### Cell area per tile, run 1

Drawn at 4 px/um. 7 x 8 tiles, from black (low) to pale yellow (high), 0 to 100% covered.
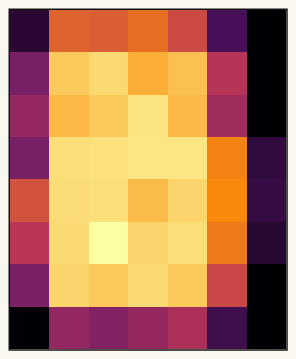
### The clock network, run 1

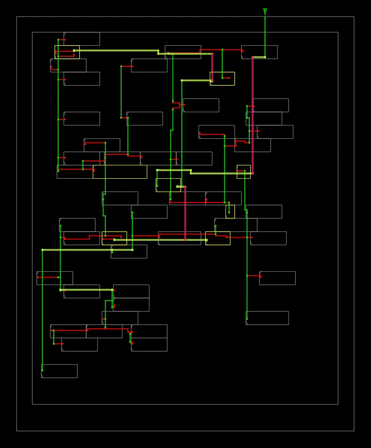
### I/O pins on the die edge, run 1

Drawn at 4 px/um. Pins as bars across the die edge, other pins in gray.
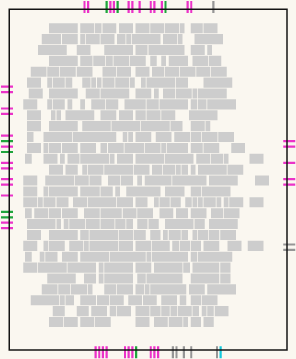
==> config.mk <==
export PLATFORM = sky130hd
export DESIGN_NAME = frame_byte_serializer_flat
export DESIGN_NICKNAME = d
export VERILOG_FILES = /design/src/rtl/frame_byte_serializer_pkg.sv /design/src/rtl/frame_byte_serializer_if.sv /design/src/rtl/frame_byte_index_counter.sv /design/src/rtl/frame_byte_serializer.sv /design/src/flat_wrapper.sv
export SDC_FILE = /design/constraint.sdc
export NUM_CORES = 1
export LEC_CHECK = 0
export CAP_MARGIN = 5
export CORE_ASPECT_RATIO = 1.25
export CORE_MARGIN = 3
export CORE_UTILIZATION = 40
export CTS_CLUSTER_DIAMETER = 150
export DETAILED_ROUTE_END_ITERATION = 16
export GPL_TIMING_DRIVEN = 1
export PLACE_DENSITY = 0.74
export SLEW_MARGIN = 10
export SYNTH_ARGS = -nofsm -noshare
export SYNTH_HDL_FRONTEND = slang
export SYNTH_SLANG_ARGS = --single-unit
==> constraint.sdc <==
create_clock -name clock -period 1.4 [get_ports clock]
set_input_delay 0.28 -clock clock [delete_from_list [all_inputs] [get_ports clock]]
set_output_delay 0.28 -clock clock [all_outputs]
set_load 0.005 [all_outputs]
==> impl_metrics.yaml, run 1 <==
# synthesis and place-and-route metrics
floorplan:
  die_area_sq_um: 5855
  rows: 28
  io_pins: 57
  tapCellCount: 60
placement:
  gp_congestion: 0.8366
  placed_cells_incl_taps: 363
  hpwl_um: 3701
timing:
  rsz0062_at_grt: "yes"
  finalSetupTns_ns: -10.46
  skew_ns: 0.008363
  max_clock_freq_mhz: 527.0
  setup_viol: 52
  hold_slack_ns: 0.4741
  hold_viol: 0
  period_minus_slack_ns: 1.897
  fin_ws_ns: -0.4974
  finalCritPeriodShare: 1.355
  tightest_slew_ns: 0.4730
job:
  tool_warnings: 29
final_layout:
  final_area_sq_um: 3495
  n_fill_cell: 322
  numSequentialCells: 44
  inv_count: 4
  logic_area_sq_um: 1409
  regArea_sq_um: 892.1
  comb_share: 0.4032
  seq_area_frac: 0.2553
  antennaDiodeCount: 0
  layout.nonclk_buf_frac: 0.2825
  logic_gates: 177
  nNonClkBuffers: 95
  layout.cells.non_filler: 388
  clk_share: 0.03187
  nClkBuffers: 5
  nets: 374
  area_growth_pct: 75.88
global_route:
  grt_pass1_wl_um: 8611
  grt-ovfl-total: 0
  antenna_found_initial: 0
  grt_pass1_vias: 1854
  grt_max_degree: 41
pwr:
  clkPwrFrac: 0.342
  power.group.top: "registers"
  power_leakage_uw: 0.001312
  seq_power_share: 0.467
  irDropWorstVdd_v: 0.0008642
  power_density_nw_per_um2: 834.3
  internal_power_uw: 2133
  pg_comb_uw: 557
outcome:
  outcome: "finished, violations left"
  violations: "negative setup slack"
worst_setup_path:
  path_cells: "nand2b_1 > buf_4 > a222oi_1 > buf_2"
  crit_type: "flip-flop to output port"
  crit_required_ns: 1.12
  cp_slowest_cell: "dfxtp_1"
  cp-start-kind: "flip-flop"
  worst-path-stages: 4
  cp-end-kind: "output port"
  critPathTopFamily: "flip-flops"
  crit_buf_inv: 2
synth:
  top_cells_by_count: "nand2_1 (90), a21oi_1 (44), dfxtp_1 (44)"
  synth_nets: 292
  synth_area_sq_um: 1987
  syn_inst: 245
  yosys.area.top_type: "dfxtp_1"
  synth_area_per_cell_sq_um: 8.110
  synth_cell_types: 24
  async_flop_share: 0
  yosysMostFrequentCell: "nand2_1"
  netlist_top_cells_area: "dfxtp_1 (44%), nand2_1 (17%), a21oi_1 (11%)"
  synth_top_area_share: 0.4433
  ys_cells: 245
  ys.flops: 44
  flop_cell: "dfxtp_1"
  edf_count: 0
  ys_seq_share: 0.4433
routing:
  via_count: 2188
  vias_per_cell: 5.639
  firstDrtPassIters: 5
  routedWlPerCell_um: 19.80
  ant_nets: 0
  totalWireLength_um: 7682
  drtIter0Drc: 165
min_path:
  hold_class: "flip-flop to flip-flop"
clock_network:
  clk_transition_reported_paths_ns: 0.09
  cts_max_level: 2
  cts_tree: "built"
  ctsResizeCount: 53
  clock_path_buffers: 2
  cts_root_buffer: "clkbuf_8"
  cts_setup_buffers: 5
  clkSinkCount: 44
## Picture notes: 'Cell area per tile'
nearly empty tiles	11%
emptiest ninth of the die	upper right
mean over tiles	58%
fullest tile	100%
densest ninth of the die	center
Util after Layout: 0.7335
Core ar.: 4765 sq um
fp_density: 0.4170

## Picture notes: 'The clock network'
clock-net power: 997 uW
cts bufs inserted: 5
Skew-Pair Late Insertion Delay: 0.30 ns

## Picture notes: 'I/O pins on the die edge'
color	port	pins	direction	edge
cyan	bus_io_load_ready	1	output	bottom
magenta	bus_io_frame	40	input	13 left, 12 top, 10 bottom, 5 right
green	bus_io_out_byte	8	output	4 left, 3 top, 1 bottom
all pins by edge	17 bottom, 17 left, 16 top, 7 right
Die Y: 84.80 um
IO buf count: 56
Die Wd: 69.04 um

-- run 1: layout by cell type, fill, tap and decap left out, types with 2 or more instances in the layout --
master | Yosys | routed
nand2_1 | 90 | 48
clkdlybuf4s50_1 | 0 | 44
dfxtp_1 | 44 | 41
a21oi_2 | 0 | 39
nand2_4 | 0 | 37
buf_4 | 2 | 20
mux2i_1 | 16 | 16
buf_6 | 5 | 9
buf_2 | 6 | 8
a222oi_1 | 7 | 7
nand2_2 | 0 | 5
a21oi_1 | 44 | 5
clkbuf_8 | 0 | 5
buf_12 | 0 | 5
clkbuf_16 | 0 | 4
o21ai_0 | 3 | 3
buf_8 | 2 | 3
dfxtp_4 | 0 | 3
inv_1 | 4 | 2
nor3b_4 | 1 | 2
nor3_1 | 2 | 2
nor2_2 | 0 | 2
nor2_1 | 4 | 2
clkbuf_2 | 0 | 2
-- run 1: layer usage --
| layer | GRT usage | vias up | share of wire |
|---|---|---|---|
| met5 | 0 | - | 0 |
| met3 | 0.03952 | 33 | 0.064 |
| met4 | 0.04796 | 0 | 0.051 |
| met1 | 0.2167 | 1048 | 0.37 |
| met2 | 0.3281 | 114 | 0.51 |
| li1 | - | 993 | - |
-- run 1: worst reg2reg max path, delay by kind of cell, from the launching register on --
kind                       cells  cell delay, ns
buffers and inverters          4            0.38
and+or+nand+nor                2            0.54
adders and majority gates      1            0.15
AOI/OAI and AO/OA              1            0.13
DFF                            1            0.40
-- run 1: cell families (layout without fill, tap and decap cells) --
| family | Yosys count | after routing | share of synthesized area |
|---|---|---|---|
| flops | 44 | 44 | 0.4433 |
| mux | 16 | 16 | 0.08060 |
| fa+ha+maj | 2 | 2 | 0.01259 |
| compound gates | 55 | 55 | 0.1587 |
| buf+inv | 24 | 107 | 0.08312 |
| simple gates | 104 | 104 | 0.2217 |
==> inputs of run 2 (changes only) <==
--- a/config.mk
+++ b/config.mk
@@ -7,7 +7,7 @@
 export LEC_CHECK = 0
 export CAP_MARGIN = 5
 export CORE_ASPECT_RATIO = 1.25
-export CORE_MARGIN = 3
+export CORE_MARGIN = 2
 export CORE_UTILIZATION = 40
 export CTS_CLUSTER_DIAMETER = 150
 export DETAILED_ROUTE_END_ITERATION = 16
==> run 2 against run 1 <==
The flow still finishes with violations (negative setup slack); maximum frequency increased by 1.7%; setup slack improved by 0.032 ns; worst hold slack improved by 0.0080 ns; sequential cell count unchanged.
==> impl_metrics.yaml, run 2 <==
# synthesis and place-and-route metrics
outcome:
  outcome: "finished, violations left"
  violations: "negative setup slack"
clock_network:
  cts-buffers-inserted: 5
  clock_latency_ns: 0.30
  cts_root_buffer: "clkbuf_8"
  clock_path_buffers: 2
  clk_transition_reported_paths_ns: 0.08
  cts_tree: "built"
  cts_max_level: 2
synth:
  edf_count: 0
  async_flop_share: 0
  synth_top_area_share: 0.4433
  synth_cell_types: 24
  netlist_top_cells_area: "dfxtp_1 (44%), nand2_1 (17%), a21oi_1 (11%)"
  synth_area_sq_um: 1987
  synth_area_per_cell_sq_um: 8.110
  yosysMostFrequentCell: "nand2_1"
  syn_inst: 245
  ys.flops: 44
  synth_nets: 292
  yosys.area.top_type: "dfxtp_1"
  ys_seq_share: 0.4433
  ys_cells: 245
pwr:
  seq_power_share: 0.499
  clkPwrFrac: 0.303
  irDropWorstVdd_v: 0.0007591
  power_density_nw_per_um2: 809.0
  internal_power_uw: 2003
  power_leakage_uw: 0.001241
placement:
  gp_congestion: 0.7771
  placed_cells_incl_taps: 360
  hpwl_um: 3541
  port_buffers: 56
min_path:
  hold_class: "flip-flop to flip-flop"
global_route:
  grt_pass1_wl_um: 8611
  grt-ovfl-total: 0
  grt_max_degree: 41
  antenna_found_initial: 0
  grt_pass1_vias: 1942
floorplan:
  io_pins: 57
  fp_util: 0.4170
  core_area_sq_um: 4765
  die_area_sq_um: 5551
worst_setup_path:
  crit_buf_inv: 2
  crit_type: "flip-flop to output port"
  crit_required_ns: 1.12
  path_cells: "buf_6 > mux2i_1 > nor3_1 > a311o_1 > buf_2"
  cp-end-kind: "output port"
timing:
  tightest_slew_ns: 0.5715
  hold_viol: 0
  rsz0062_at_grt: "yes"
  finalCritPeriodShare: 1.333
  setup_viol: 50
  period_minus_slack_ns: 1.866
  fin_ws_ns: -0.4657
  max_clock_freq_mhz: 536.0
job:
  tool_warnings: 29
routing:
  totalWireLength_um: 7182
  ant_nets: 0
  firstDrtPassIters: 4
  drtIter0Drc: 142
  vias_per_cell: 5.545
final_layout:
  final_util: 0.7106
  antennaDiodeCount: 0
  final_common_cell: "nand2_1"
  final_cell_mix: "nand2_1 (48), clkdlybuf4s50_1 (44), dfxtp_1 (41), a21oi_2 (40), nand2_4 (36)"
  nets: 366
  area_growth_pct: 70.40
[run 2: cell counts after synthesis]
No cell type changed its count.
[run 2: cell type report]
type | instances | area [sq um]
Fill cell | 354 | 1379
Sequential cell | 44 | 889.6
Inverter | 4 | 20.02
Clock buffer | 8 | 90.09
Timing Repair Buffer | 87 | 898.4
Multi-Input combinational cell | 177 | 1413
Tap cell | 60 | 75.07
[run 2: per-stage QoR]
stage	hold slack, ns	cell area [sq um]	setup TNS [ns]
finish	0.4821	3386	-9.228
global route	0.4936	3386	-10.43
CTS	0.4586	2799	-4.748
detailed placement	0.4472	2660	-14.39
global placement	0.4426	2660	-14.15
floorplan	0.3619	1991	0
[run 2: cells by family after synthesis]
| group | count (synthesis) | synth area share |
|---|---|---|
| muxes | 16 | 0.08060 |
| and+or+nand+nor | 104 | 0.2217 |
| AOI/OAI and AO/OA | 55 | 0.1587 |
| adders and majority gates | 2 | 0.01259 |
| DFF | 44 | 0.4433 |
| buffers and inverters | 24 | 0.08312 |
[run 2: what timing repair did]
item,in CTS,in global routing
buffers inserted,3,3
hold buffers,0,0
gates resized,60,129
pin swaps,9,85
setup endpoints to repair,14,53
gates cloned,1,7
[run 2: power by group through the flow]
stage	sequential [uW]	clock (uW)	combinational [uW]
global placement	1370	0	342
floorplan	1350	0	161
CTS	1330	826	360
detailed placement	1370	0	345
global route	1370	899	572
finish	1370	831	542
[run 2: worst min-delay path, cell delays in order (launching register included)]
cell	delay, ns
dfxtp_1	0.34
nand2_4	0.07
a21oi_2	0.04
[run 2: routing by layer]
layer | global-route usage | vias to the layer above | wire length [um]
met5 | 0 | - | 0
met4 | 0.06122 | 0 | 262
met3 | 0.04743 | 27 | 429
met2 | 0.3375 | 100 | 3748
met1 | 0.2419 | 1007 | 2741
li1 | - | 973 | -
### The clock network, run 2

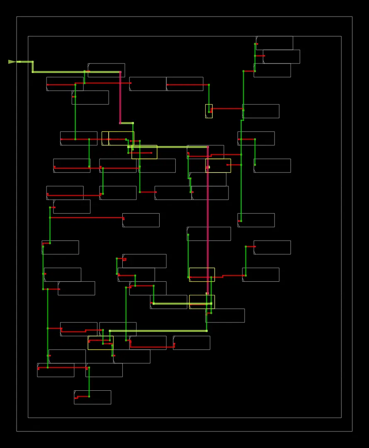
final setup skew: 0.003054 ns
Flops: 44
clock buffers: 8
clock-net power: 831 uW
Clock Sinks: 44

### I/O pins on the die edge, run 2

Drawn at 4 px/um. Pins as bars across the die edge, other pins in gray.
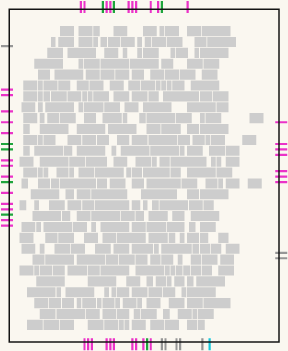
color	port	pins	direction	edge
magenta	bus_io_frame	40	input	13 left, 10 bottom, 10 top, 7 right
cyan	bus_io_load_ready	1	output	bottom
green	bus_io_out_byte	8	output	4 left, 3 top, 1 bottom
Die Wd: 67.04 um
Die Y: 82.80 um

Power figures rest on the tool's default switching activity, not on a simulated workload.
